**Power grid**

Bar = 50 µm. Pins as bars on the die edge.
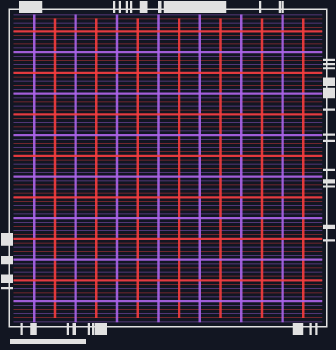
**Placed cells, one color a class**

Fill, decap, tap and diode cells in gray.
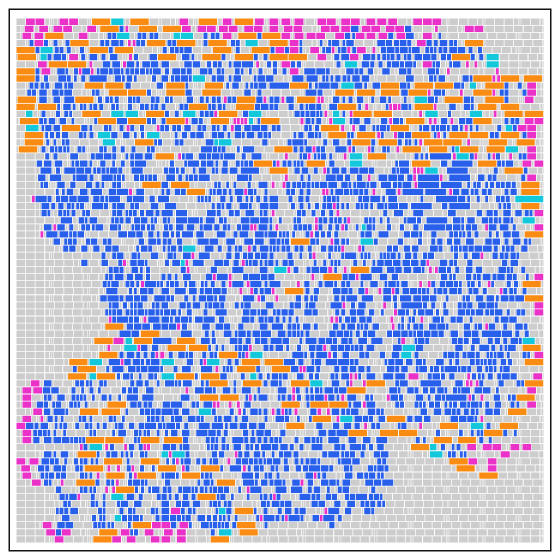
**Clock distribution**

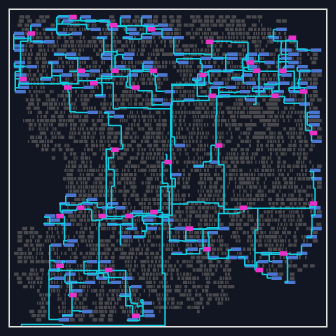
File: src/rtl/ex_muldiv_unit.sv
// Iterative signed/unsigned multiply/divide engine for the EX stage, STEP bits per RUN cycle.
// Latency N+2 cycles from start (N = WIDTH/STEP); with MULDIV_EARLY_OUT_EN, multiplies may finish early.
// Backpressure: stall freezes the EX pipeline register from the start cycle through FIX; flush aborts.
module ex_muldiv_unit #(
  parameter int WIDTH = 32,
  parameter int STEP  = 1
) (
  input  logic             clk,
  input  logic             rst_n,
  input  logic             start,
  input  logic [1:0]       op,
  input  logic [WIDTH-1:0] a,
  input  logic [WIDTH-1:0] b,
  input  logic             flush,
  output logic             stall,
  output logic             busy,
  output logic             done,
  output logic [WIDTH-1:0] result_lo,
  output logic [WIDTH-1:0] result_hi,
  output logic             div_by_zero
);

  localparam int N  = WIDTH / STEP;
  localparam int CW = (N > 1) ? $clog2(N) : 1;

  typedef enum logic [1:0] {
    IDLE = 2'd0,
    RUN  = 2'd1,
    FIX  = 2'd2,
    DONE = 2'd3
  } state_t;

  state_t state, state_nxt;

  // Latched operation context. Magnitudes are kept unsigned; signs are re-applied in FIX.
  logic               is_div;
  logic               sign_a;
  logic               sign_b;
  logic [WIDTH-1:0]   a_mag;
  logic [WIDTH-1:0]   b_mag;     // multiplier (shifted right as digits retire) or divisor
  logic [2*WIDTH-1:0] acc;       // product, or {remainder, quotient/dividend shift register}
  logic [CW-1:0]      cnt;

  // Operand decode at the request boundary.
  logic               in_sign_a;
  logic               in_sign_b;
  logic [WIDTH-1:0]   in_a_mag;
  logic [WIDTH-1:0]   in_b_mag;

  // One RUN iteration for each kind of operation.
  logic [2*WIDTH-1:0] mc_ext;
  logic [2*WIDTH-1:0] dig_ext;
  logic [2*WIDTH-1:0] mul_nxt;
  logic [2*WIDTH-1:0] div_nxt;
  logic [WIDTH:0]     rem_t;
  logic [WIDTH-1:0]   quo_t;
  int                 shamt;
  logic               last_iter;

  // Sign-corrected result presented by FIX.
  logic [2*WIDTH-1:0] prod_fix;
  logic [WIDTH-1:0]   fix_lo;
  logic [WIDTH-1:0]   fix_hi;
  logic               fix_dz;

  // Signs only matter for the signed opcodes (op[0] set); the most negative value maps to itself,
  // which is exactly its unsigned magnitude.
  always_comb begin
    in_sign_a = op[0] & a[WIDTH-1];
    in_sign_b = op[0] & b[WIDTH-1];
    in_a_mag  = in_sign_a ? -a : a;
    in_b_mag  = in_sign_b ? -b : b;
  end

  // Shift-add multiply: add |a| * (next STEP multiplier bits) at the current digit position.
  always_comb begin
    mc_ext             = {{WIDTH{1'b0}}, a_mag};
    dig_ext            = '0;
    dig_ext[STEP-1:0]  = b_mag[STEP-1:0];
    shamt              = int'(cnt) * STEP;
    mul_nxt            = acc + ((mc_ext * dig_ext) << shamt);
  end

  // Restoring divide: STEP shift/compare/subtract rounds per cycle, quotient bits enter at the LSB.
  always_comb begin
    rem_t = {1'b0, acc[2*WIDTH-1:WIDTH]};
    quo_t = acc[WIDTH-1:0];
    for (int i = 0; i < STEP; i++) begin
      rem_t = {rem_t[WIDTH-1:0], quo_t[WIDTH-1]};
      quo_t = {quo_t[WIDTH-2:0], 1'b0};
      if (rem_t >= {1'b0, b_mag}) begin
        rem_t    = rem_t - {1'b0, b_mag};
        quo_t[0] = 1'b1;
      end
    end
    div_nxt = {rem_t[WIDTH-1:0], quo_t};
  end

  // Decide whether the current RUN cycle is the final one.
  always_comb begin
    last_iter = (cnt == CW'(N - 1));
`ifdef MULDIV_EARLY_OUT_EN
    // Once no multiplier bits remain beyond this digit the product is already complete.
    if (!is_div && ((b_mag >> STEP) == '0)) begin
      last_iter = 1'b1;
    end
`endif
  end

  // Sign correction: product negated when signs differ; quotient truncates toward zero,
  // remainder follows the dividend. Divide by zero overrides with all-ones / original dividend.
  // The -2^(W-1) / -1 case falls out naturally: |q| = 2^(W-1) keeps its bit pattern, remainder 0.
  always_comb begin
    prod_fix = (sign_a ^ sign_b) ? -acc : acc;
    fix_lo   = prod_fix[WIDTH-1:0];
    fix_hi   = prod_fix[2*WIDTH-1:WIDTH];
    fix_dz   = 1'b0;
    if (is_div) begin
      if (b_mag == '0) begin
        fix_lo = '1;
        fix_hi = sign_a ? -a_mag : a_mag;
        fix_dz = 1'b1;
      end else begin
        fix_lo = (sign_a ^ sign_b) ? -acc[WIDTH-1:0] : acc[WIDTH-1:0];
        fix_hi = sign_a ? -acc[2*WIDTH-1:WIDTH] : acc[2*WIDTH-1:WIDTH];
      end
    end
  end

  // State register.
  always_ff @(posedge clk) begin
    if (!rst_n) begin
      state <= IDLE;
    end else begin
      state <= state_nxt;
    end
  end

  // Next-state and stall decode; flush only aborts work that has not yet completed.
  always_comb begin
    state_nxt = state;
    stall     = 1'b0;
    case (state)
      IDLE: begin
        if (start && !flush) begin
          state_nxt = RUN;
          stall     = 1'b1;
        end
      end
      RUN: begin
        stall = 1'b1;
        if (flush) begin
          state_nxt = IDLE;
        end else if (last_iter) begin
          state_nxt = FIX;
        end
      end
      FIX: begin
        stall = 1'b1;
        if (flush) begin
          state_nxt = IDLE;
        end else begin
          state_nxt = DONE;
        end
      end
      DONE: begin
        state_nxt = IDLE;
      end
      default: begin
        state_nxt = IDLE;
      end
    endcase
  end

  assign busy = (state == RUN) || (state == FIX);
  assign done = (state == DONE);

  // Datapath: capture operands on accept, iterate in RUN, publish results on leaving FIX.
  always_ff @(posedge clk) begin
    if (!rst_n) begin
      is_div      <= 1'b0;
      sign_a      <= 1'b0;
      sign_b      <= 1'b0;
      a_mag       <= '0;
      b_mag       <= '0;
      acc         <= '0;
      cnt         <= '0;
      result_lo   <= '0;
      result_hi   <= '0;
      div_by_zero <= 1'b0;
    end else begin
      case (state)
        IDLE: begin
          if (start && !flush) begin
            is_div <= op[1];
            sign_a <= in_sign_a;
            sign_b <= in_sign_b;
            a_mag  <= in_a_mag;
            b_mag  <= in_b_mag;
            acc    <= op[1] ? {{WIDTH{1'b0}}, in_a_mag} : '0;
            cnt    <= '0;
          end
        end
        RUN: begin
          if (flush) begin
            cnt <= '0;
          end else begin
            acc <= is_div ? div_nxt : mul_nxt;
            if (!is_div) begin
              b_mag <= b_mag >> STEP;
            end
            cnt <= last_iter ? '0 : cnt + CW'(1);
          end
        end
        FIX: begin
          if (!flush) begin
            result_lo   <= fix_lo;
            result_hi   <= fix_hi;
            div_by_zero <= fix_dz;
          end
        end
        default: begin
        end
      endcase
    end
  end

endmodule

File: config.mk
export PLATFORM = sky130hd
export DESIGN_NAME = ex_muldiv_unit
export DESIGN_NICKNAME = d
export VERILOG_FILES = /design/src/rtl/ex_muldiv_unit.sv
export SDC_FILE = /design/constraint.sdc
export NUM_CORES = 1
export LEC_CHECK = 0
export CAP_MARGIN = 20
export CORE_MARGIN = 2
export CORE_UTILIZATION = 50
export CTS_BUF_LIST = sky130_fd_sc_hd__clkbuf_4 sky130_fd_sc_hd__clkbuf_8
export CTS_CLUSTER_DIAMETER = 80
export DETAILED_ROUTE_END_ITERATION = 6
export GPL_ROUTABILITY_DRIVEN = 0
export GPL_TIMING_DRIVEN = 0
export PLACE_DENSITY_LB_ADDON = 0.2
export SLEW_MARGIN = 20
export SYNTH_ARGS = -nofsm -noshare
export SYNTH_HDL_FRONTEND = slang
export SYNTH_SLANG_ARGS = --single-unit
File: constraint.sdc
create_clock -name clk -period 7.7 [get_ports clk]
set_input_delay 1.54 -clock clk [delete_from_list [all_inputs] [get_ports clk]]
set_output_delay 1.54 -clock clk [all_outputs]
set_load 0.005 [all_outputs]
==> flow_summary.ini <==
; flow metrics
[run_status]
outcome = finished, violations left
violations = design-rule violations

[detailed_routing]
ant_nets = 0
drc_errors = 13

[global_route]
grt_pass1_wl_um = 138000
gr-total-overflow = 0

[die]
core-area_mm2 = 0.0407
die-area_mm2 = 0.0429
fp-row-count = 74

[cells_and_area]
num-nets-final = 3337
area_growth_pct = 13.9
final_cells = 3721

[clock_network]
clk_pin_slew_ns = 0.06
cts_buffer_depth = 3
hold_buffers = 0
numClockSinks = 203

[synth]
adder_share_pct = 6.68
mux_area_share_pct = 4.73
flop_cell = dfxtp_1

[critical_path]
worstSetupPathType = reg2reg
regToRegEndpoint = acc[60]
cp_max_fo = 10
worst-path-buf-inv = 4

[sta]
fin_hold_ws_ns = 0.454
fmax_mhz = 146
maxSlewHeadroom_pct = 17.4
setup_tns_ns = 0
hold_viol = 0
finalSetupViolCount = 0
fin_crit_sh_pct = 88.8

[place]
hpwl_um = 71300
dpl_cell_area_mm2 = 0.0227

[power]
clock_power_share_pct = 32.7
pwr-share-comb_pct = 35.2
power_switching_mw = 1.50

[run]
tool_warnings = 31
Notes on 'power grid' above:
- VSS: purple
- VDD: red
- met4 straps: 14
- met1 rails: 75
- rows: 74
- met5 straps: 14
- signal pins: 138
DIE HEIGHT: 207 µm
die width: 207 µm

Notes on 'placed cells, one color a class' above:
- clock drivers and dummy loads: cyan (cells 69)
- other buffers and delay cells: magenta (cells 368)
- combinational and other logic: blue (cells 2546)
- flops: orange (cells 203)

Notes on 'clock distribution' above:
- clock drivers: magenta (count 39)
- flip-flops: blue (count 203)
- clock wires: cyan (length 3640 µm)
- routed clock nets: 40
- flops lie: widely spread

==> tightest hold or removal path, stage by stage, from the launching register on <==
cell,delay [ns]
dfxtp_1,0.30
nand2_1,0.05
a21oi_1,0.05
==> power groups by stage <==
stage | combinational, mW | sequential (mW) | clock, mW
after detailed placement | 1.21 | 1.20 | 0
after global routing | 1.37 | 1.18 | 1.24
after floorplan | 0.813 | 1.16 | 0
after global placement | 1.19 | 1.20 | 0
final | 1.30 | 1.18 | 1.21
after CTS | 1.22 | 1.17 | 1.20
==> routing by layer <==
| metal | track usage (%) | wire, µm | vias up |
|---|---|---|---|
| met5 | 0.556 | 58 | - |
| met4 | 24.6 | 6550 | 8 |
| met3 | 16.5 | 14300 | 494 |
| met2 | 57.8 | 36700 | 2022 |
| met1 | 52.6 | 34800 | 11800 |
| li1 | - | - | 11200 |
==> sequential cells by signal, summed over array words and instances, names as in the netlist, 2 cells and up <==
register	cells
cnt	5
result_hi	32
b_mag	32
a_mag	32
result_lo	32
acc	64
state	2
==> synthesized netlist by cell type (all sizes together), types with 20 or more instances <==
master  instances  area [µm²]
mux2i          48         480
o22ai          31         194
nand2b         28         175
xor2           91         797
o21ai         304        1520
buf            22         104
or3            26         163
clkbuf        210         788
nand3          79         395
a21oi         333        1670
dfxtp         203        4060
a31oi          37         231
nor2b          20         125
nor4           36         240
o31ai          25         193
a211oi         59         443
nand2         346        1300
xnor2         143        1250
nand4          31         209
o211ai         43         323
or4            20         158
ha            107        1340
nor2          281        1050
a21o           48         360
inv            82         308
nor3           74         375
==> stage by stage <==
stage | util [%] | power [mW]
3_5_place_dp | 55.6 | 2.41
4_1_cts | 57.7 | 3.59
6_report | 57.7 | 3.68
5_1_grt | 57.7 | 3.79
2_1_floorplan | - | 1.98
3_3_place_gp | 55.6 | 2.39
==> cells by family (layout without fill, tap and decap cells) <==
group / count (synthesis) / after routing
compound gates: 1033 / 1033
simple gates: 1012 / 1012
buf+inv: 315 / 520
xor+xnor: 234 / 234
flops: 203 / 203
fa+ha+maj: 109 / 109
mux: 75 / 75
other cells: 0 / 3
==> worst max path at each step <==
stage | startpoint | end | depth (start not counted)
after global routing | cnt[0] | acc[60] | 21
after detailed placement | cnt[0] | acc[60] | 20
after CTS | cnt[0] | acc[60] | 20
after global placement | cnt[0] | acc[60] | 20
final | cnt[0] | acc[60] | 20
after floorplan | cnt[0] | acc[61] | 19
==> cell type report <==
class | count | share of cell area [%]
buffer | 232 | 3.79
multi-input combinational | 2463 | 65.4
clock inverter | 7 | 0.282
sequential | 203 | 17.3
tap | 532 | 2.83
inverter | 83 | 1.33
timing repair buffer | 136 | 5.79
antenna | 3 | 0.0319
clock buffer | 62 | 3.28
Power and IR drop assume default switching activity.
